==> config.mk <==
export PLATFORM = sky130hd
export DESIGN_NAME = irq_pend_ctrl
export DESIGN_NICKNAME = d
export VERILOG_FILES = /design/src/rtl/config_pkg.sv /design/src/rtl/irq_line_cond.sv /design/src/rtl/irq_pend_ctrl.sv
export SDC_FILE = /design/constraint.sdc
export NUM_CORES = 1
export LEC_CHECK = 0
export CORE_UTILIZATION = 45
export DETAILED_ROUTE_END_ITERATION = 8
export GPL_TIMING_DRIVEN = 0
export HOLD_SLACK_MARGIN = 0.05
export PLACE_DENSITY = 0.84
export SLEW_MARGIN = 5
export SYNTH_ARGS = -nofsm -noshare
export SYNTH_HDL_FRONTEND = slang
export SYNTH_SLANG_ARGS = --single-unit
==> constraint.sdc <==
create_clock -name clk -period 1.9 [get_ports clk]
set_clock_uncertainty 0.1 [all_clocks]
set_input_delay 0.38 -clock clk [delete_from_list [all_inputs] [get_ports clk]]
set_output_delay 0.38 -clock clk [all_outputs]
set_load 0.02 [all_outputs]
==> src/rtl/config_pkg.sv <==
`default_nettype none
// ============================================================================
// Module   : config_pkg
// Brief    : Shared interrupt vector sizing for the pend controller and CLIC.
// Revision : 1.0 - initial release
// ============================================================================
package config_pkg;

  localparam int IrqVecSize = 8;

  typedef logic [$clog2(IrqVecSize)-1:0] irq_idx_t;

endpackage
`default_nettype wire

==> src/rtl/irq_line_cond.sv <==
`default_nettype none
// ============================================================================
// Module   : irq_line_cond
// Brief    : Synchroniser plus optional glitch filter for one interrupt line.
//            Filter enabled by defining IRQ_PEND_GLITCH_FILTER_EN.
// Revision : 1.0 - initial release
// ============================================================================
module irq_line_cond #(
  parameter int SyncStages   = 2,
  parameter int FilterCycles = 4
) (
  input  logic clk,
  input  logic reset,
  input  logic irq_in,
  output logic lvl
);

  logic [SyncStages-1:0] r_sync;

  always_ff @(posedge clk or negedge reset) begin
    if (!reset) begin
      r_sync <= '0;
    end else begin
      r_sync <= {r_sync[SyncStages-2:0], irq_in};
    end
  end

`ifdef IRQ_PEND_GLITCH_FILTER_EN
  localparam int CntW = $clog2(FilterCycles + 1);
  localparam logic [CntW-1:0] c_cnt_last = CntW'(FilterCycles - 1);

  logic [CntW-1:0] r_cnt;
  logic            r_lvl;

  // Counts consecutive cycles of disagreement; any agreement restarts the run.
  always_ff @(posedge clk or negedge reset) begin
    if (!reset) begin
      r_cnt <= '0;
      r_lvl <= 1'b0;
    end else if (r_sync[SyncStages-1] == r_lvl) begin
      r_cnt <= '0;
    end else if (r_cnt == c_cnt_last) begin
      r_cnt <= '0;
      r_lvl <= ~r_lvl;
    end else begin
      r_cnt <= r_cnt + 1'b1;
    end
  end

  assign lvl = r_lvl;
`else
  assign lvl = r_sync[SyncStages-1];
`endif

endmodule
`default_nettype wire

==> src/rtl/irq_pend_ctrl.sv <==
`default_nettype none
// ============================================================================
// Module   : irq_pend_ctrl
// Brief    : Per-vector interrupt pend/lost tracking upstream of the CLIC.
//            Optional glitch filter: IRQ_PEND_GLITCH_FILTER_EN.
// Revision : 1.0 - initial release
// ============================================================================
module irq_pend_ctrl
  import config_pkg::*;
#(
  parameter int VecSize      = IrqVecSize,
  parameter int SyncStages   = 2,
  parameter int FilterCycles = 4
) (
  input  logic                       clk,
  input  logic                       reset,
  input  logic [VecSize-1:0]         irq_in,
  input  logic [VecSize-1:0]         edge_mode,
  input  logic [VecSize-1:0]         sw_set,
  input  logic [VecSize-1:0]         sw_clr,
  input  logic                       take_ack,
  input  logic [$clog2(VecSize)-1:0] take_idx,
  input  logic [VecSize-1:0]         lost_clr,
  output logic [VecSize-1:0]         pend_out,
  output logic [VecSize-1:0]         lost_out
);

  logic [VecSize-1:0] w_lvl;
  logic [VecSize-1:0] w_rise;
  logic [VecSize-1:0] w_clr;
  logic [VecSize-1:0] w_pend_nxt;
  logic [VecSize-1:0] w_lost_nxt;
  logic [VecSize-1:0] r_prev;
  logic [VecSize-1:0] r_pend;
  logic [VecSize-1:0] r_lost;

  for (genvar k = 0; k < VecSize; k++) begin : g_line
    irq_line_cond #(
      .SyncStages  (SyncStages),
      .FilterCycles(FilterCycles)
    ) u_cond (
      .clk   (clk),
      .reset (reset),
      .irq_in(irq_in[k]),
      .lvl   (w_lvl[k])
    );
  end

  assign w_rise = w_lvl & ~r_prev;

  // An index outside the vector range never matches, so it is ignored.
  always_comb begin
    w_clr = sw_clr;
    for (int k = 0; k < VecSize; k++) begin
      if (take_ack && (int'(take_idx) == k)) begin
        w_clr[k] = 1'b1;
      end
    end
  end

  always_comb begin
    w_pend_nxt = r_pend;
    w_lost_nxt = r_lost & ~lost_clr;
    for (int k = 0; k < VecSize; k++) begin
      if (edge_mode[k]) begin
        if (w_rise[k] || sw_set[k]) begin
          w_pend_nxt[k] = 1'b1;
        end else if (w_clr[k]) begin
          w_pend_nxt[k] = 1'b0;
        end
        // Only an edge on a pended vector with no same-cycle retire is lost.
        if (w_rise[k] && r_pend[k] && !w_clr[k]) begin
          w_lost_nxt[k] = 1'b1;
        end
      end else begin
        w_pend_nxt[k] = w_lvl[k] | sw_set[k];
      end
    end
  end

  always_ff @(posedge clk or negedge reset) begin
    if (!reset) begin
      r_prev <= '0;
      r_pend <= '0;
      r_lost <= '0;
    end else begin
      r_prev <= w_lvl;
      r_pend <= w_pend_nxt;
      r_lost <= w_lost_nxt;
    end
  end

  assign pend_out = r_pend;
  assign lost_out = r_lost;

endmodule
`default_nettype wire

Run 1, placement by cell class:
The bar under the picture is 20 µm long.
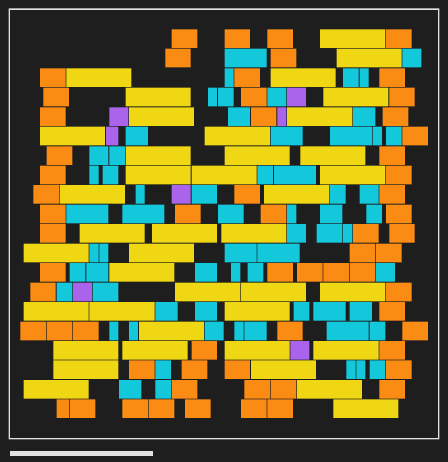
legend:
  yellow:
    class: flops
    cells: 40
    share_of_their_area: 46%
  purple:
    class: clock drivers and dummy loads
    cells: 7
    share_of_their_area: 2.1%
  orange:
    class: other buffers and delay cells
    cells: 62
    share_of_their_area: 28%
  cyan:
    class: all other logic
    cells: 64
    share_of_their_area: 23%
Core Region: 3103 µm²
num rows: 20

Run 1, where the registers sit:
The bar under the picture is 20 µm long. Other sequential cells in the stronger grey, the rest of the logic in the fainter grey.
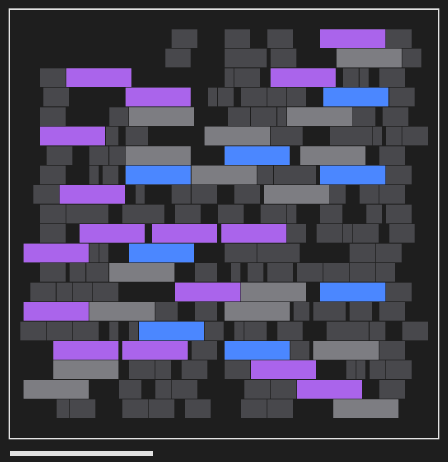
legend:
  purple:
    netlist_name: g_line.u_cond.r_sync
    placed_flops: 16
  blue:
    netlist_name: pend_out
    placed_flops: 8
not coloured: 16
fraction of area in registers: 45.12%
FF/Latch Area: 1001 µm²
final core occ: 71.49%

==> qor.csv, run 1 <==
metric;value;unit
status;completed;
Rel. slew slack;43.36;%
Die Y-Extent;59.76;µm
global-route wire length before repair;5.264;mm
IO Port Bufs;61;
fin nets;219;
register share after synthesis;66.67;%
Unique cell types;15;
number of diodes;0;
Fmax achieved;545.8;MHz
Post-synth regs;40;
dpl ws;0.002591;ns
Max Cap Violations;0;
Chip Area;3571;µm²
wl on met1;1.295;mm
fp util;48.39;%
I/O pin cnt;62;
via/cell ratio;5.078;
DRT Pass-1 Iters;3;
Max rail drop VDD;0.0004398;V
Synth Warn #;0;
Fillers;261;
placed cell count;209;
design area;2218;µm²
# clock sinks;40;
Post-CTS Setup Bufs;0;
CP Capture Type;output port;
CP cell instances;clkdlybuf4s50_1;
fraction of layout instances using a drive strength above 1;8.671;%
clock slew at reported path FFs;0.11;ns
delay-heaviest family, CP;buffers and inverters;
DRC;0;
worst setup margin;0.06791;ns
cts repair resizes;0;
fin crit share;96.43;%
highest routed layer;met4;
final setup TNS;0;ns
Root Buffer;clkbuf_4;
Final Hold Slack;0.2542;ns
Top-area cell share;66.67;%
Crit Path Class;reg2out;
vias in the first global route;1246;
total grt overflow;0;
synthesis area per yosys;1501;µm²
Die Width;59.76;µm
Synth Area per Inst;14.44;µm²
slowest CP cell;clkdlybuf4s50_1;
worst min path class;reg2reg;
Leak;0.9818;nW
setup repair after global routing missed its margin;no;
Log Warnings;26;
WP data arrival;1.35;ns
Final setup viols;0;
Cell Area, Placed;2162;µm²
max-slew violations;0;
Max FO, Critical Path;2;
PD cells;701.7;nW/µm²
Buf+Inv Stages, Crit Path;1;
largest net degree at the start of global routing;41;
WP data required;1.42;ns
area grow syn2layout;47.75;%
Late-Pin Clk Latency;0.34;ns
Final Wtd Congestion;0.7805;
post-route minimum period;1.832;ns
worst slew pin tran;0.8496;ns
Post-synth area hogs;dfrtp_1 (67%), o41ai_2 (7.6%), o221ai_1 (4.1%), inv_1 (3.8%), nand2b_1 (3.8%);
Startpoint Class;flop;
total CTS buffers;5;
critical path's largest stage delay;0.64;ns
Hold Vio Cnt, Final;0;
Finished Layout Cells;217;
clk buf depth;2;
CTS tree;done;
cell total in the yosys stat output;104;
routed length on met3;217;µm
antenna violations before repair;0;
Cell Area, Synth;1501;µm²
htree depth;2;
Synth Instances;104;
Final HPWL DP;2.497;mm
CTS Hold Buffers Added;1;
Detail Route Antenna Nets;0;
synthesized net count;150;
met2 wire len;1.708;mm
DRT iter0 DRCs;26;
Design Power;1.557;mW
Synth area leader;dfrtp_1;
Run 1, congestion heat map:
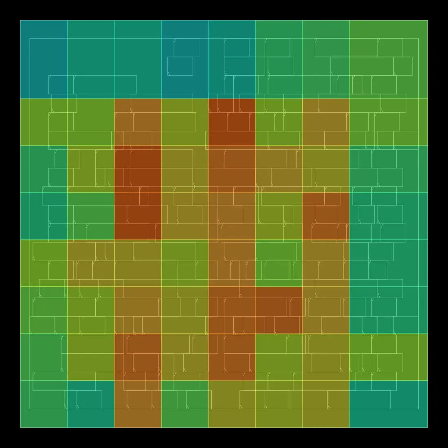
Tot GR Track Use: 20.96%
GR Layer Usage met2: 38.10%

Run 1, signal wires by layer:
The bar under the picture is 20 µm long. Only two layers are drawn.
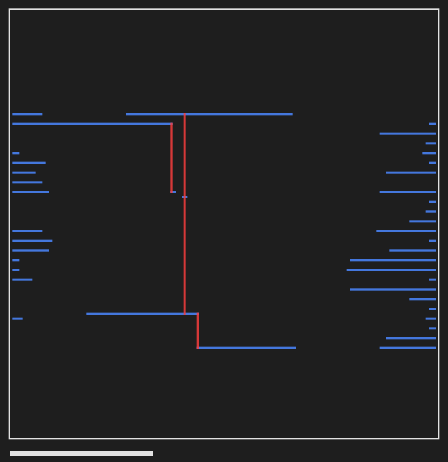
legend:
  blue:
    layer: met3
    wire_length: 217 µm
  red:
    layer: met4
    wire_length: 42.2 µm
Routed WL per cell: 15.03 µm
Via Count: 1102
DRT Wirelength: 3.262 mm

==> run 1: logic make-up (layout without fill, tap and decap cells) <==
logic type / after synthesis / after routing / share of synthesized area (%)
compound gates: 17 / 17 / 13.50
buf+inv: 15 / 84 / 3.750
flops: 40 / 40 / 66.67
simple gates: 32 / 32 / 16.08
==> run 1: per-layer routing <==
metal,GRT usage [%],up-vias
met2,38.10,42
met3,7.143,7
met1,22.58,542
met5,0,-
met4,6.977,0
li1,-,511
==> run 1: registers in the layout, summed over array words and instances, names as in the netlist <==
name                  cells
pend_out                  8
lost_out                  8
g_line.u_cond.r_sync     16
r_prev                    8
==> run 1: worst reg2reg max path, stage by stage, from the launching register on <==
cell	delay, ns
dfrtp_1	0.36
inv_1	0.06
o41ai_1	0.41
==> run 1: layout make-up <==
type                    instances  area (µm²)  share of cell area [%]
flip-flops and latches         40        1001                   45.12
repair buffers                 62       615.6                   27.75
multi-input cells              49       444.2                   20.02
inverters                      15       56.30                   2.538
well taps                      44       55.05                   2.482
clock buffers                   6       41.29                   1.861
clock inverters                 1       5.005                  0.2256
==> run 1: worst paths after layout <==
path | start | end | slack [ns] | cells past startpoint
max | pend_out[7]$_DFFE_PN0P_ | pend_out[7] | 0.07 | 1
min | g_line[1].u_cond.r_sync[0]$_DFF_PN0_ | g_line[1].u_cond.r_sync[1]$_DFF_PN0_ | 0.25 | 0
max reg2reg | g_line[0].u_cond.r_sync[1]$_DFF_PN0_ | lost_out[0]$_DFF_PN0_ | 0.84 | 2
min reg2reg | g_line[1].u_cond.r_sync[0]$_DFF_PN0_ | g_line[1].u_cond.r_sync[1]$_DFF_PN0_ | 0.25 | 0
max in group asynchronous | reset | r_prev[6]$_DFF_PN0_ | 0.59 | 2
min in group asynchronous | reset | lost_out[7]$_DFF_PN0_ | 0.57 | 2
==> run 1: power breakdown <==
| part | internal, mW | leakage [nW] | total [mW] | switching, mW |
|---|---|---|---|---|
| Sequential | 0.897 | 0.471 | 0.920 | 0.0235 |
| Combinational | 0.148 | 0.482 | 0.249 | 0.101 |
| Clock | 0.136 | 0.0281 | 0.387 | 0.251 |
==> run 1: cell usage after synthesis <==
cell type and number:
dfrtp_1 40, inv_1 15, nand2b_1 9, and2_1 7, nand3b_1 7, o221ai_1 7, o41ai_2 7, and4b_1 3
and4bb_1 3, a21bo_2 1, and4_1 1, nand2_1 1, nor4b_1 1, o311ai_1 1, o41ai_1 1
==> run 1: cells in the final DEF (no fill, tap or decap) <==
master           instances
a21bo_2                  1
and2_1                   7
and4_1                   1
and4b_1                  3
and4bb_1                 3
buf_2                    1
clkbuf_1                 1
clkbuf_4                 5
clkdlybuf4s50_1         60
clkinv_2                 1
dfrtp_1                 40
dlygate4sd3_1            1
inv_1                   15
nand2_1                  1
nand2b_1                 9
nand3b_1                 7
nor4b_1                  1
o221ai_1                 7
o311ai_1                 1
o41ai_1                  1
o41ai_2                  7
==> run 2, diff against run 1 <==
--- a/config.mk
+++ b/config.mk
@@ -8,4 +8,5 @@
 export CORE_UTILIZATION = 45
 export DETAILED_ROUTE_END_ITERATION = 8
+export GPL_ROUTABILITY_DRIVEN = 0
 export GPL_TIMING_DRIVEN = 0
 export HOLD_SLACK_MARGIN = 0.05
==> constraint.sdc (replaced) <==
create_clock -name clk -period 1.9 [get_ports clk]
set_clock_uncertainty 0.1 [all_clocks]
set_input_delay 0.19 -clock clk [delete_from_list [all_inputs] [get_ports clk]]
set_output_delay 0.19 -clock clk [all_outputs]
set_load 0.02 [all_outputs]
==> qor.csv, run 2 <==
metric;value;unit;change
CTS Hold Buffers Added;1;;unchanged
most frequent logic cell in the layout;clkdlybuf4s50_1;;
largest net degree at the start of global routing;41;;unchanged
Synth Warn #;0;;unchanged
antenna violations before repair;0;;unchanged
synthesized net count;150;;unchanged
vias in the first global route;1246;;unchanged
IO Port Bufs;61;;unchanged
Cell Area, Synth;1501;µm²;unchanged
clock slew at reported path FFs;0.11;ns;about the same
fp util;48.39;%;unchanged
num rows;20;;unchanged
Detail Route Antenna Nets;0;;unchanged
CTS tree;done;;
Unique cell types;15;;unchanged
clk buf depth;2;;unchanged
Fillers;261;;unchanged
Buf+Inv Stages, Crit Path;1;;unchanged
# clock sinks;40;;unchanged
Critical R2R Launch;g_line[0].u_cond.r_sync[1]$_DFF_PN0_;;
Max FO, Critical Path;2;;unchanged
ys flop type;dfrtp_1;;
hold_sp;irq_in[2];;
register share after synthesis;66.67;%;unchanged
Synth Area per Inst;14.44;µm²;unchanged
Core Region;3103;µm²;unchanged
worst setup path start;pend_out[7]$_DFFE_PN0P_;;
most instantiated logic cells after routing;clkdlybuf4s50_1 (60), dfrtp_1 (40), inv_1 (15);;
CP cell instances;clkdlybuf4s50_1;;
total CTS buffers;5;;unchanged
worst setup margin;0.2579;ns;+0.1900 ns
Tot GR Track Use;20.96;%;unchanged
Yosys top cell by instances;dfrtp_1;;
fraction of layout instances using a drive strength above 1;8.671;%;unchanged
FF/Latch Area;1001;µm²;unchanged
logic area;444.2;µm²;unchanged
Post-synth regs;40;;unchanged
Max rail drop VDD;0.0004398;V;unchanged
Crit Path Class;reg2out;;
Root Buffer;clkbuf_4;;
DRC;0;;unchanged
post-route minimum period;1.642;ns;-0.1900 ns
Final HPWL DP;2.497;mm;unchanged
Startpoint Class;flop;;
CP Capture Type;output port;;
cell total in the yosys stat output;104;;unchanged
area grow syn2layout;47.75;%;unchanged
Die Y-Extent;59.76;µm;unchanged
Chip Area;3571;µm²;unchanged
Rel. slew slack;43.36;%;unchanged
WP data required;1.61;ns;+0.19 ns
Top reg by flops;g_line.u_cond.r_sync;;
dpl ws;0.1926;ns;+0.1900 ns
delay-heaviest family, CP;buffers and inverters;;
worst min path class;in2reg;;
Log Warnings;26;;unchanged
PD cells;701.7;nW/µm²;unchanged
Leak;0.9818;nW;unchanged
Top-area cell share;66.67;%;unchanged
WP data arrival;1.35;ns;about the same
htree depth;2;;unchanged
Final setup viols;0;;unchanged
status;completed;;
Die Width;59.76;µm;unchanged
Max Cap Violations;0;;unchanged
cts repair resizes;0;;unchanged
Post-CTS Setup Bufs;0;;unchanged
Late-Pin Clk Latency;0.34;ns;about the same
critical path's largest stage delay;0.64;ns;about the same
synthesis area per yosys;1501;µm²;unchanged
fin nets;219;;unchanged
global-route wire length before repair;5.264;mm;unchanged
fin crit share;86.43;%;-10 points
top cells by count;dfrtp_1 (40), inv_1 (15), nand2b_1 (9);;
max-slew violations;0;;unchanged
Hold Vio Cnt, Final;0;;unchanged
slowest CP cell;clkdlybuf4s50_1;;
Via Count;1102;;unchanged
Routed WL per cell;15.03;µm;unchanged
ys async rst share;100.0;%;unchanged
setup repair after global routing missed its margin;no;;
I/O pin cnt;62;;unchanged
Final Hold Slack;0.1724;ns;-0.08176 ns
via/cell ratio;5.078;;unchanged
total grt overflow;0;;unchanged
Synth area leader;dfrtp_1;;
Post-synth area hogs;dfrtp_1 (67%), o41ai_2 (7.6%), o221ai_1 (4.1%), inv_1 (3.8%), nand2b_1 (3.8%);;
Synth Instances;104;;unchanged
DRT iter0 DRCs;26;;unchanged
DRT Wirelength;3.262;mm;unchanged
number of diodes;0;;unchanged
Fmax achieved;609.0;MHz;+12%
DRT Pass-1 Iters;3;;unchanged
worst slew pin tran;0.8496;ns;unchanged
max reg flops;16;;unchanged
Post-synth EDFFs;0;;unchanged
run 2: cell counts in the layout (fill, tap and decap cells not counted):
Identical to the previous run, type by type.
run 2: logic make-up (layout without fill, tap and decap cells):
logic type / Yosys count / count (layout) / synth area share (%)
flip-flops: 40 / 40 / 66.67
AND/OR/NAND/NOR: 32 / 32 / 16.08
AND-OR/OR-AND: 17 / 17 / 13.50
buffers and inverters: 15 / 84 / 3.750
run 2: area by class of cell:
type	instances	area share, %
flip-flops and latches	40	45.12
inverters	15	2.538
well taps	44	2.482
clock buffers	6	1.861
repair buffers	62	27.75
clock inverters	1	0.2256
multi-input cells	49	20.02
run 2: stage by stage:
| step | power, mW | util, % | TNS [ns] | cell area [µm²] | std cells |
|---|---|---|---|---|---|
| final | 1.557 | 71.49 | 0 | 2218 | 217 |
| after global routing | 1.632 | 71.49 | 0 | 2218 | 217 |
| after CTS | 1.574 | 71.49 | 0 | 2218 | 217 |
| after global placement | 1.175 | 69.84 | -13.13 | 2167 | 209 |
| after floorplan | 1.013 | - | 0 | 1501 | 104 |
| after detailed placement | 1.187 | 69.68 | 0 | 2162 | 209 |
run 2: per-layer routing:
metal / global-route usage (%) / vias to the layer above / part of all wire (%)
met3: 7.143 / 7 / 6.7
met4: 6.977 / 0 / 1.3
li1: - / 511 / -
met2: 38.10 / 42 / 52
met1: 22.58 / 542 / 40
met5: 0 / - / 0
run 2: where the power goes:
group,switching [mW],internal (mW),total [mW]
sequential,0.0235,0.897,0.920
clock,0.251,0.136,0.387
combinational,0.101,0.148,0.249
run 2: worst paths after layout:
path / slack, ns / end / depth (start not counted)
max: 0.26 / pend_out[7] / 1
min: 0.17 / g_line[2].u_cond.r_sync[0]$_DFF_PN0_ / 1
max reg2reg: 0.84 / lost_out[0]$_DFF_PN0_ / 2
min reg2reg: 0.25 / g_line[1].u_cond.r_sync[1]$_DFF_PN0_ / 0
max in group asynchronous: 0.78 / r_prev[6]$_DFF_PN0_ / 2
min in group asynchronous: 0.38 / lost_out[7]$_DFF_PN0_ / 2
Run 2, where the registers sit:
The bar under the picture is 20 µm long. Other sequential cells in the stronger grey, the rest of the logic in the fainter grey.
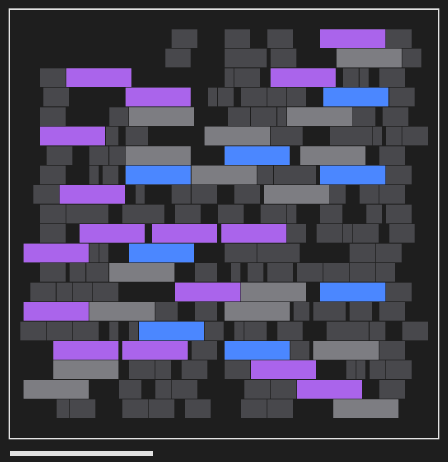
legend:
  purple:
    netlist_name: g_line.u_cond.r_sync
    placed_flops: 16
  blue:
    netlist_name: pend_out
    placed_flops: 8
Seq. pwr: 920 µW

Run 2, placement by cell class:
The bar under the picture is 20 µm long.
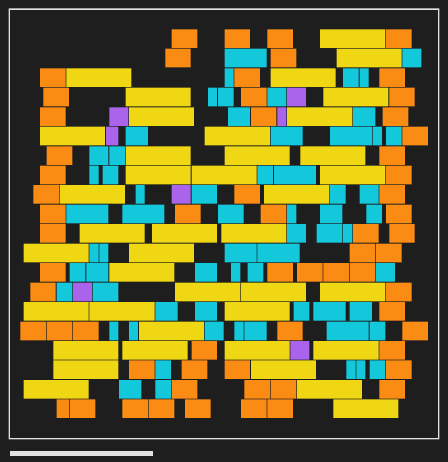
design area: 2218 µm²

Run 2, signal wires by layer:
The bar under the picture is 20 µm long. Only two layers are drawn.
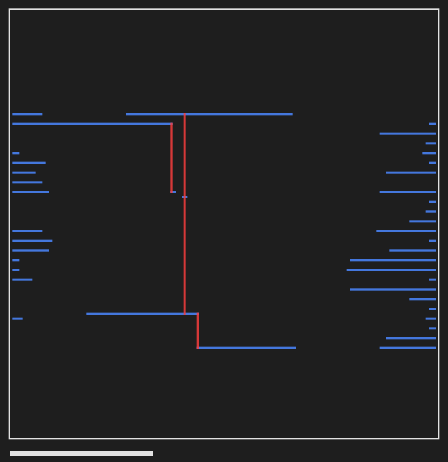
legend:
  red:
    layer: met4
    wire_length: 42.2 µm
  blue:
    layer: met3
    wire_length: 217 µm

==> run 3, diff against run 2 <==
REMOVE_ABC_BUFFERS = 1   (was default)
==> qor.csv, run 3 <==
metric;value;unit;change
status;completed;;
slowest CP cell;clkdlybuf4s50_1;;
Max Cap Violations;0;;unchanged
Routed WL per cell;15.03;µm;unchanged
clk buf depth;2;;unchanged
delay-heaviest family, CP;buffers and inverters;;
IO Port Bufs;61;;unchanged
fin nets;219;;unchanged
Switching Fraction;24.12;%;unchanged
Late-Pin Clk Latency;0.34;ns;about the same
post-route minimum period;1.642;ns;unchanged
DRT Wirelength;3.262;mm;unchanged
max-slew violations;0;;unchanged
Unique cell types;15;;unchanged
FF/Latch Area;1001;µm²;unchanged
Fmax achieved;609.0;MHz;unchanged
Synth Instances;104;;unchanged
vias in the first global route;1246;;unchanged
Post-synth EDFFs;0;;unchanged
htree depth;2;;unchanged
Synth Area per Inst;14.44;µm²;unchanged
Rel. slew slack;43.36;%;unchanged
Fillers;261;;unchanged
fp util;48.39;%;unchanged
setup repair after global routing missed its margin;no;;
total CTS buffers;5;;unchanged
Max FO, Critical Path;2;;unchanged
Detail Route Antenna Nets;0;;unchanged
Top reg by flops;g_line.u_cond.r_sync;;
CTS tree;done;;
DRT iter0 DRCs;26;;unchanged
critical path's largest stage delay;0.64;ns;about the same
Log Warnings;25;;-3.8%
most instantiated logic cells after routing;clkdlybuf4s50_1 (60), dfrtp_1 (40), inv_1 (15);;
worst setup margin;0.2579;ns;unchanged
antenna violations before repair;0;;unchanged
worst slew pin tran;0.8496;ns;unchanged
clock slew at reported path FFs;0.11;ns;about the same
Cell Area, Placed;2162;µm²;unchanged
placed cell count;209;;unchanged
Buf+Inv Stages, Crit Path;1;;unchanged
Clk pwr share;24.9;%;about the same
DRT Pass-1 Iters;3;;unchanged
Synth area leader;dfrtp_1;;
Synth Warn #;0;;unchanged
internal power;1.181;mW;unchanged
Final setup viols;0;;unchanged
Cell Area, Synth;1501;µm²;unchanged
Max rail drop VDD;0.0004398;V;unchanged
Die Width;59.76;µm;unchanged
WP data required;1.61;ns;about the same
Yosys top cell by instances;dfrtp_1;;
CP Capture Type;output port;;
I/O pin cnt;62;;unchanged
Top-area cell share;66.67;%;unchanged
# clock sinks;40;;unchanged
fraction of layout instances using a drive strength above 1;8.671;%;unchanged
synthesis area per yosys;1501;µm²;unchanged
Root Buffer;clkbuf_4;;
worst min path class;in2reg;;
via/cell ratio;5.078;;unchanged
total grt overflow;0;;unchanged
global-route wire length before repair;5.264;mm;unchanged
area grow syn2layout;47.75;%;unchanged
Die Y-Extent;59.76;µm;unchanged
fin crit share;86.43;%;unchanged
design area;2218;µm²;unchanged
number of diodes;0;;unchanged
Leak;0.9818;nW;unchanged
Design Power;1.557;mW;unchanged
ys async rst share;100.0;%;unchanged
final core occ;71.49;%;unchanged
WP data arrival;1.35;ns;about the same
num rows;20;;unchanged
register share after synthesis;66.67;%;unchanged
largest net degree at the start of global routing;41;;unchanged
CP cell instances;clkdlybuf4s50_1;;
Chip Area;3571;µm²;unchanged
sw power;375.4;µW;unchanged
PD cells;701.7;nW/µm²;unchanged
Post-synth regs;40;;unchanged
-- run 3: cell type report --
type                    instances  area share (%)
flip-flops and latches         40           45.12
repair buffers                 62           27.75
multi-input cells              49           20.02
inverters                      15           2.538
well taps                      44           2.482
clock buffers                   6           1.861
clock inverters                 1          0.2256
-- run 3: logic make-up (layout without fill, tap and decap cells) --
| kind of cell | after synthesis | after routing | share of synthesized area (%) |
|---|---|---|---|
| compound gates | 17 | 17 | 13.50 |
| buf+inv | 15 | 84 | 3.750 |
| flops | 40 | 40 | 66.67 |
| simple gates | 32 | 32 | 16.08 |
-- run 3: final timing paths --
| kind | startpoint | to | slack [ns] | depth (start not counted) |
|---|---|---|---|---|
| max reg2reg | g_line[0].u_cond.r_sync[1]$_DFF_PN0_ | lost_out[0]$_DFF_PN0_ | 0.84 | 2 |
| min in group asynchronous | reset | lost_out[7]$_DFF_PN0_ | 0.38 | 2 |
| min | irq_in[2] | g_line[2].u_cond.r_sync[0]$_DFF_PN0_ | 0.17 | 1 |
| max in group asynchronous | reset | r_prev[6]$_DFF_PN0_ | 0.78 | 2 |
| max | pend_out[7]$_DFFE_PN0P_ | pend_out[7] | 0.26 | 1 |
| min reg2reg | g_line[1].u_cond.r_sync[0]$_DFF_PN0_ | g_line[1].u_cond.r_sync[1]$_DFF_PN0_ | 0.25 | 0 |
-- run 3: per-layer routing --
layer  track usage, %  share of wire (%)  vias up
met5                0                  0        -
met4            6.977                1.3        0
met3            7.143                6.7        7
met2            38.10                 52       42
met1            22.58                 40      542
li1                 -                  -      511
-- run 3: timing repair --
item,CTS,global route
hold buffers,1,0
setup buffers,0,0
hold endpoints to repair,40,0
setup endpoints to repair,0,0
-- run 3: stage by stage --
step           hold WS (ns)  setup TNS (ns)
2_1_floorplan       -0.2056               0
3_3_place_gp         0.2320          -13.13
3_5_place_dp         0.2355               0
4_1_cts              0.1568               0
5_1_grt              0.1535               0
6_report             0.1724               0
-- run 3: power by group through the flow --
stage	clock network [mW]	registers, mW	logic, mW
final	0.387	0.920	0.249
after global placement	0	0.934	0.241
after detailed placement	0	0.938	0.249
after global routing	0.438	0.926	0.268
after floorplan	0	0.959	0.0544
after CTS	0.401	0.921	0.252
Run 3, where the registers sit:
The bar under the picture is 20 µm long. Other sequential cells in the stronger grey, the rest of the logic in the fainter grey.
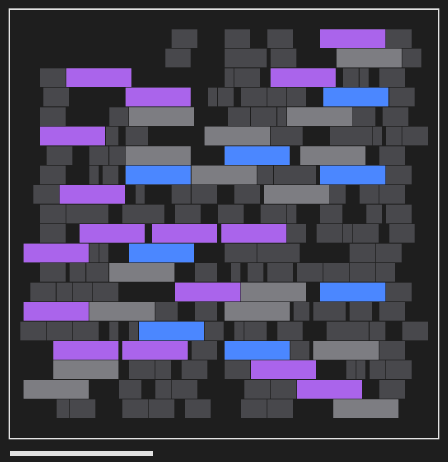
legend:
  purple:
    netlist_name: g_line.u_cond.r_sync
    placed_flops: 16
  blue:
    netlist_name: pend_out
    placed_flops: 8

Run 3, placement by cell class:
The bar under the picture is 20 µm long.
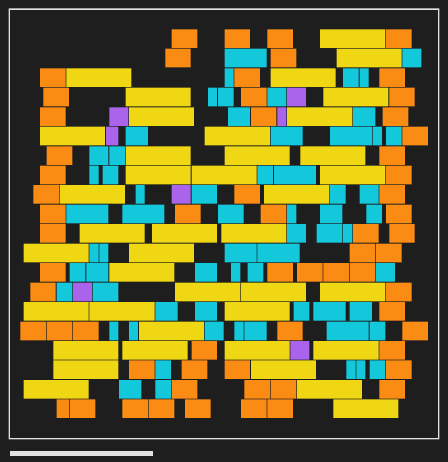
legend:
  cyan:
    class: all other logic
    cells: 64
    share_of_their_area: 23%
  purple:
    class: clock drivers and dummy loads
    cells: 7
    share_of_their_area: 2.1%
  orange:
    class: other buffers and delay cells
    cells: 62
    share_of_their_area: 28%
  yellow:
    class: flops
    cells: 40
    share_of_their_area: 46%

Run 3, logic cells by family:
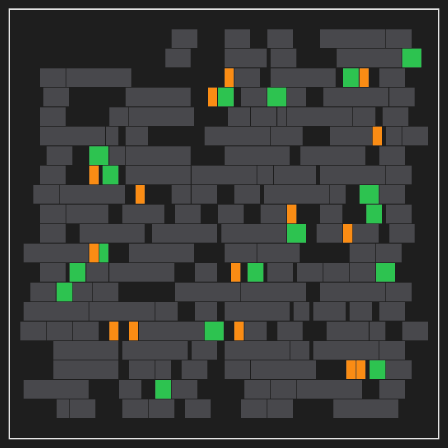
legend:
  orange:
    family: inverters
    cells: 15
    most_used: inv_1
    where: spread over the die
  green:
    family: NAND gates
    cells: 17
    most_used: nand2b_1
    where: spread over the die
Comb area share: 20.02%
Finished Layout Cells: 217
most frequent logic cell in the layout: clkdlybuf4s50_1

Power and IR drop assume default switching activity.
